File: src/rtl/tile_mover.sv
// tile_mover: moves one sprite across a tile map once per frame at sub-pixel speed.
// Buffers a requested turn, checks walls through a map-read handshake, and wraps x through the tunnel.
module tile_mover #(
  parameter int unsigned TILE_SIZE = 8,
  parameter int unsigned MAP_COLS  = 32,
  parameter int unsigned MAP_ROWS  = 36,
  parameter int unsigned TILE_W    = 4,
  parameter int unsigned POS_W     = 9,
  parameter int unsigned SPEED_W   = 8,
  parameter int unsigned START_X   = 8,
  parameter int unsigned START_Y   = 32,
  parameter int unsigned START_DIR = 1
) (
  input  logic                                 clk,
  input  logic                                 rst_n,
  input  logic                                 frame_stb,
  input  logic                                 enable,
  input  logic [SPEED_W:0]                     speed,
  input  logic [1:0]                           dir_req,
  input  logic                                 dir_req_valid,
  output logic                                 map_req,
  output logic [$clog2(MAP_COLS*MAP_ROWS)-1:0] map_addr,
  input  logic                                 map_ack,
  input  logic [TILE_W-1:0]                    map_data,
  output logic [POS_W-1:0]                     x_pos,
  output logic [POS_W-1:0]                     y_pos,
  output logic [1:0]                           dir,
  output logic                                 moving,
  output logic                                 busy,
  output logic                                 wall_hit,
  output logic                                 frame_overrun
);

  localparam int unsigned ADDR_W = $clog2(MAP_COLS*MAP_ROWS);
  localparam int unsigned SH     = $clog2(TILE_SIZE);
  localparam int unsigned X_MAX  = MAP_COLS*TILE_SIZE - 1;

  localparam logic [1:0] D_UP    = 2'd0;
  localparam logic [1:0] D_RIGHT = 2'd1;
  localparam logic [1:0] D_LEFT  = 2'd2;
  localparam logic [1:0] D_DOWN  = 2'd3;

  localparam logic [SPEED_W:0] SPD_ONE = {1'b1, {SPEED_W{1'b0}}};

  typedef enum logic [1:0] {IDLE, TURN_REQ, FWD_REQ, MOVE} state_t;

  state_t              state, state_d;
  logic [POS_W-1:0]    x_d, y_d;
  logic [1:0]          dir_d, pending;
  logic [SPEED_W-1:0]  acc, acc_d;
  logic [SPEED_W:0]    spd_sat, acc_sum;
  logic                moving_d, map_req_d, wall_hit_d, overrun_d, go;
  logic [ADDR_W-1:0]   map_addr_d;
  logic                xa, ya, pend_aligned;
  logic                pend_ok, dir_ok;
  logic [ADDR_W-1:0]   pend_addr, dir_addr;

  // Neighbouring tile in direction d; MSB clear when the row is off the map.
  function automatic logic [ADDR_W:0] target(input logic [1:0] d,
                                             input logic [POS_W-1:0] x,
                                             input logic [POS_W-1:0] y);
    logic [POS_W-1:0] col;
    logic [POS_W-1:0] row;
    logic             ok;
    col = x >> SH;
    row = y >> SH;
    ok  = 1'b1;
    case (d)
      D_UP: begin
        ok  = (y != '0);
        row = (y - POS_W'(1)) >> SH;
      end
      D_DOWN:  row = row + POS_W'(1);
      D_RIGHT: col = (col == POS_W'(MAP_COLS-1)) ? '0 : col + POS_W'(1);
      default: col = (x == '0) ? POS_W'(MAP_COLS-1) : (x - POS_W'(1)) >> SH;
    endcase
    if (row >= POS_W'(MAP_ROWS)) ok = 1'b0;
    return {ok, ADDR_W'(ADDR_W'(row) * ADDR_W'(MAP_COLS) + ADDR_W'(col))};
  endfunction

  assign xa = (x_pos[SH-1:0] == '0);
  assign ya = (y_pos[SH-1:0] == '0);
  assign pend_aligned = (pending == D_UP || pending == D_DOWN) ? xa : ya;
  assign {pend_ok, pend_addr} = target(pending, x_pos, y_pos);
  assign {dir_ok, dir_addr}   = target(dir, x_pos, y_pos);

  assign spd_sat = (speed > SPD_ONE) ? SPD_ONE : speed;
  assign acc_sum = {1'b0, acc} + spd_sat;
  assign go      = frame_stb && enable;

  // Next-state and registered-output logic
  always_comb begin
    state_d    = state;
    x_d        = x_pos;
    y_d        = y_pos;
    dir_d      = dir;
    acc_d      = acc;
    moving_d   = moving;
    map_req_d  = map_req;
    map_addr_d = map_addr;
    wall_hit_d = 1'b0;
    overrun_d  = go && (state != IDLE);

    case (state)
      IDLE: begin
        if (go) begin
          acc_d = acc_sum[SPEED_W-1:0];
          if (acc_sum[SPEED_W]) begin
            if (pending == dir) begin
              state_d = FWD_REQ;
              if (dir_ok) begin
                map_req_d  = 1'b1;
                map_addr_d = dir_addr;
              end
            end else if (pending == ~dir) begin
              // Reversal never needs alignment or a turn lookup.
              dir_d   = pending;
              state_d = FWD_REQ;
              if (pend_ok) begin
                map_req_d  = 1'b1;
                map_addr_d = pend_addr;
              end
            end else begin
              state_d = TURN_REQ;
              if (pend_ok && pend_aligned) begin
                map_req_d  = 1'b1;
                map_addr_d = pend_addr;
              end
            end
          end
        end
      end
      TURN_REQ: begin
        // No read was issued when misaligned or off-map: fall straight through.
        if (!map_req || map_ack) begin
          if (map_req && map_data == '0) begin
            dir_d     = pending;
            state_d   = MOVE;
            map_req_d = 1'b0;
          end else begin
            state_d   = FWD_REQ;
            map_req_d = dir_ok;
            if (dir_ok) map_addr_d = dir_addr;
          end
        end
      end
      FWD_REQ: begin
        if (!map_req || map_ack) begin
          map_req_d = 1'b0;
          if (map_req && map_data == '0) begin
            state_d = MOVE;
          end else begin
            state_d    = IDLE;
            wall_hit_d = 1'b1;
            moving_d   = 1'b0;
          end
        end
      end
      MOVE: begin
        state_d  = IDLE;
        moving_d = 1'b1;
        case (dir)
          D_UP:    y_d = y_pos - POS_W'(1);
          D_DOWN:  y_d = y_pos + POS_W'(1);
          D_RIGHT: x_d = (x_pos == POS_W'(X_MAX)) ? '0 : x_pos + POS_W'(1);
          default: x_d = (x_pos == '0) ? POS_W'(X_MAX) : x_pos - POS_W'(1);
        endcase
      end
      default: state_d = IDLE;
    endcase
  end

  always_ff @(posedge clk or negedge rst_n) begin
    if (!rst_n) begin
      state         <= IDLE;
      x_pos         <= POS_W'(START_X);
      y_pos         <= POS_W'(START_Y);
      dir           <= 2'(START_DIR);
      pending       <= 2'(START_DIR);
      acc           <= '0;
      moving        <= 1'b0;
      map_req       <= 1'b0;
      map_addr      <= '0;
      busy          <= 1'b0;
      wall_hit      <= 1'b0;
      frame_overrun <= 1'b0;
    end else begin
      state         <= state_d;
      x_pos         <= x_d;
      y_pos         <= y_d;
      dir           <= dir_d;
      acc           <= acc_d;
      moving        <= moving_d;
      map_req       <= map_req_d;
      map_addr      <= map_addr_d;
      busy          <= (state_d != IDLE);
      wall_hit      <= wall_hit_d;
      frame_overrun <= overrun_d;
      if (dir_req_valid) pending <= dir_req;
    end
  end

endmodule

File: config.mk
export PLATFORM = sky130hd
export DESIGN_NAME = tile_mover
export DESIGN_NICKNAME = d
export VERILOG_FILES = /design/src/rtl/tile_mover.sv
export SDC_FILE = /design/constraint.sdc
export NUM_CORES = 1
export LEC_CHECK = 0
export CAP_MARGIN = 10
export CORE_MARGIN = 1.5
export CORE_UTILIZATION = 30
export CTS_BUF_LIST = sky130_fd_sc_hd__clkbuf_2
export DETAILED_ROUTE_END_ITERATION = 10
export RECOVER_POWER = 50
export SYNTH_ARGS = -nofsm -noshare
export SYNTH_HDL_FRONTEND = slang
export SYNTH_SLANG_ARGS = --single-unit
File: constraint.sdc
create_clock -name clk -period 5.55 [get_ports clk]
set_input_delay 1.11 -clock clk [delete_from_list [all_inputs] [get_ports clk]]
set_output_delay 1.11 -clock clk [all_outputs]
set_load 0.05 [all_outputs]
### Clock network drawn from the DEF

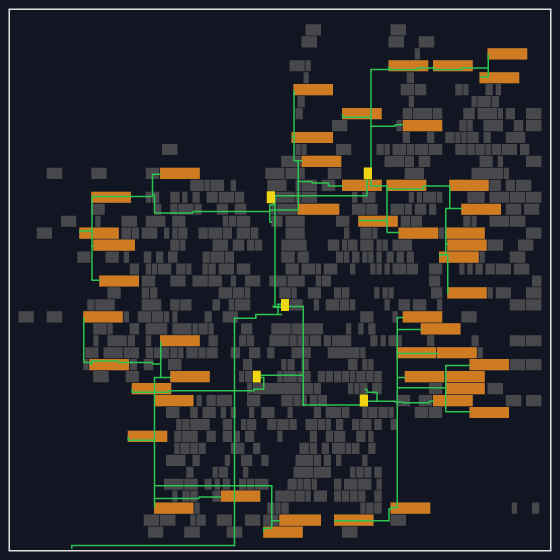
- clock drivers: yellow (count 5)
- clock wires: green (length 793 um)
- flip-flops: orange (count 48)
- routed clock nets: 6
- flops lie: all over the die
worst clock skew on the final layout: 0.02395 ns
insertion delay to the later sink of the worst-skew pair: 0.48 ns
portion of total power attributed to the clock network: 6.6%
clock group total power: 0.000205 W

### Placed cells, one color a class

Scale bar: 20 um. Fill, decap, tap and diode cells in gray.
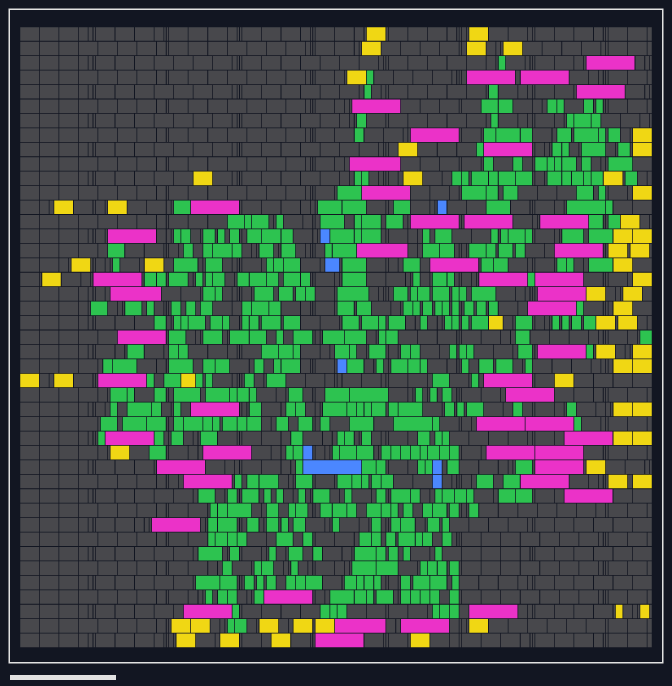
- flops: magenta (cells 48; share of their area 25%)
- combinational and other logic: green (cells 458; share of their area 61%)
- clock drivers and dummy loads: blue (cells 8; share of their area 1.4%)
- other buffers and delay cells: yellow (cells 59; share of their area 12%)
post-route core utilization: 36.08%
sequential portion of the cell area: 23.99%
standard-cell rows: 43
final design instance area without fill: 5027 um2

### Cell outlines without signal wires

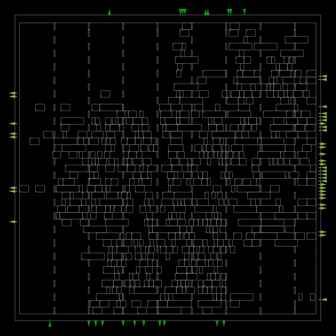
final non-filler cell total: 754
placeable core area: 13,930 um2
num tapcells: 180
filler cell count: 1,426
Flops: 48

==> Table 3: Implementation characteristics <==
Physical design parameters

Parameter                              Value

Outcome
  Run status    finished, violations left
  Failing checks    max-capacitance violations, max-slew violations

Worst hold path
  HP Start    acc[2]$_DFFE_PN0P_
  WHS Endpoint    acc[2]$_DFFE_PN0P_
  Hold Path Cell Cnt    2
  Min-delay worst type    reg2reg

Final timing
  Final Hold Fails    0
  Final cycle utilization of the critical path    70.94%
  Endpoints failing setup    0
  Max Freq    254.0 MHz
  Worst rel slew slack    -78.05%
  Setup TNS Final    0 ns
  Final period demand of the worst path    3.937 ns
  Transition at the pin with the smallest max-transition slack    2.671 ns
  Final tally of max-slew violations    49
  RSZ-0062 raised after global routing    false

Power and ir drop
  Leakage component of the power    2.089 nW
  Power density normalized to cell area    613.8 nW/um2
  IR Drop Worst-Case VDD    0.0002338 V

Setup path
  Launch point of the worst reg-to-reg path    y_pos[3]$_DFFE_PN0P_
  CP Data Arrival Time    4.32 ns
  Largest driver fanout on the critical path    12
  Flop-to-flop setup slack    1.91 ns
  CP Capture Type    register
  Start-to-end type of the worst setup path    in2reg
  CP required    5.93 ns
  Critical Path End    map_addr[0]$_DFFE_PN0P_
  Cell depth of the worst flop-to-flop path    11
  Worst R2R End    map_addr[0]$_DFFE_PN0P_
  Launching element type of the critical path    input pin
  Launch point of the critical path    speed[8]

Placed design
  DP HPWL    8941 um
  Placed cell count    745
  Routability-driven placement congestion ratio    0.8746
  Number of buffers inserted by port buffering    56

Routing
  First drt pass iteration count    4
  Detailed-route via count    4,162
  DR DRC count    0
  Aggregate routed wire length    12,300 um
  Per-cell routed wire length    16.31 um
  Number of DRC markers in iteration 0    348
  Final ANT Viol Nets    0
  Via-per-instance ratio    5.520

Floorplanning
  Top-level I/O count    57
  Die span in y    122.9 um
  Die extent in x    122.9 um
  Starting density of the core    30.92%
  Floorplan die area    15,090 um2

Job
  # Max-Cap Violations    1
  Count of tool warnings    38

Clocking
  CTS sink cnt    48
  Number of buffers inserted for hold repair after clock tree synthesis    0
  Buffer type at the clock tree root    clkbuf_2
  CTS tree    done
  Maximum level of the CTS H-tree    2
  Total CTS buffers    5
  Clock Path Buffers    2
  Clock slew at the register clock pins of the worst setup and hold paths    0.27 ns
  Post-cts repair resize count    0
  Buffer count from post-CTS setup fixing    0

Logic synthesis
  Count of flip-flops with a built-in enable after synthesis    0
  Main logic family    AND-OR/OR-AND gates
  Post-synthesis cell type with the largest instance count    nand2_1
  Leading register cell type out of synthesis    dfrtp_1
  Number of standard cells after synthesis    542
  Distinct cell type count after synthesis    64
  Adder share    10.10%
  Ranking of synthesized cells by instance count    57 x nand2_1, 44 x dfrtp_1, 42 x o21ai_0
  Yosys warns    0
  Area reported by Yosys stat    4309 um2
  Post-synthesis cell count from yosys    542
  Net Count, Synth    596
  Library cell with the largest summed area after synthesis    dfrtp_1
  Synthesized flop and latch total    48
  Post-synthesis mux area share    2.207%
  Cell area after technology mapping    4309 um2
  Share of the synthesized netlist area taken by xor and xnor gates    6.098%
  Area share of the largest cell type after synthesis    25.55%
  Post-synth ARST share    100.0%
  Leading cell types by total area after synthesis    dfrtp_1 26%, ha_1 8.7%, nand2_1 5.0%
  Yosys aoi share    26.22%
  Register share after synthesis    27.99%
  Synth Area in Simple Gates    20.82%
  Average cell area after synthesis    7.950 um2

Global route
  Pin count of the biggest net entering global routing    49
  Vias in the first global route    3,890
  Remaining Overflow, GRT    0
  Wire length of the first global-routing pass    20,080 um
  Antenna violations before repair    1
  Overall global routing resource usage    16.58%

Layout
  Count of inverters not on the clock network in the layout    35
  Antenna diodes    1
  Largest registers    map_addr: 11 flops, x_pos: 9 flops, y_pos: 9 flops
  Area added between synthesis and finish    16.67%
  Number of flip-flops in the largest register    11
  Fraction of layout instances using a drive strength above 1    4.538%
  Clock tree buffer count of the final layout    5
  Flop area    1206 um2
  Dominant class by area    combinational gates
  Register with the most flip-flops    map_addr
  MI comb area    2820 um2
  Net count of the finished layout    626
  Multi-In Gates    423
  Combinational share of cell area    56.10%
  Buffer share of cell area    11.42%
  Layout clock area frac    1.344%
  Non-Clock Buffer Count    59
==> power by group <==
group	switching [W]	internal [W]
Sequential	0.000217	0.000486
Combinational	0.00138	0.000800
Clock	0.000130	0.0000749
Total	0.00172	0.00136
==> metrics by stage <==
stage | setup slack (ns) | hold slack (ns) | instance area [um2] | util (%) | total power, W
final | 1.613 | 0.5349 | 5027 | 36.08 | 0.003086
after global routing | 1.443 | 0.5833 | 5027 | 36.08 | 0.003332
after CTS | 1.698 | 0.5508 | 5029 | 36.09 | 0.003065
after detailed placement | 1.191 | 0.4944 | 4961 | 35.60 | 0.002849
after global placement | 1.286 | 0.4791 | 4961 | 35.60 | 0.002815
after floorplan | 1.967 | 0.4563 | 4309 | - | 0.002276
==> critical path: stages <==
cell and delay, ns:
dlygate4sd3_1 0.80, nor2b_1 0.10, ha_1 0.22, inv_1 0.07, fa_1 0.20, nor2b_1 0.06
o31ai_1 0.25, nand2b_1 0.12, a31o_2 0.28, o21a_1 0.20, a211oi_2 0.21, buf_4 0.21
o21ai_2 0.18, a22o_1 0.30
==> cell usage in the layout, fill, tap and decap left out, types with 11 or more instances in the layout <==
cell type / count
o22ai_1: 12
a21oi_1: 36
inv_1: 35
xor2_1: 11
o21ai_0: 42
nor2b_1: 11
dfrtp_1: 44
a22o_1: 12
nor2_1: 38
nor3_1: 17
ha_1: 30
xnor2_1: 19
a22oi_1: 11
nand2_1: 57
clkdlybuf4s50_1: 51
nand3_1: 20
==> per-layer routing <==
metal	GRT usage [%]	routed length, um	vias to the layer above
met5	0	0	-
met4	4.651	158	0
met3	2.416	626	13
met2	26.25	5536	135
met1	23.40	5978	1989
li1	-	-	2025
No activity file was given, so power comes from the tool's default toggle rates.
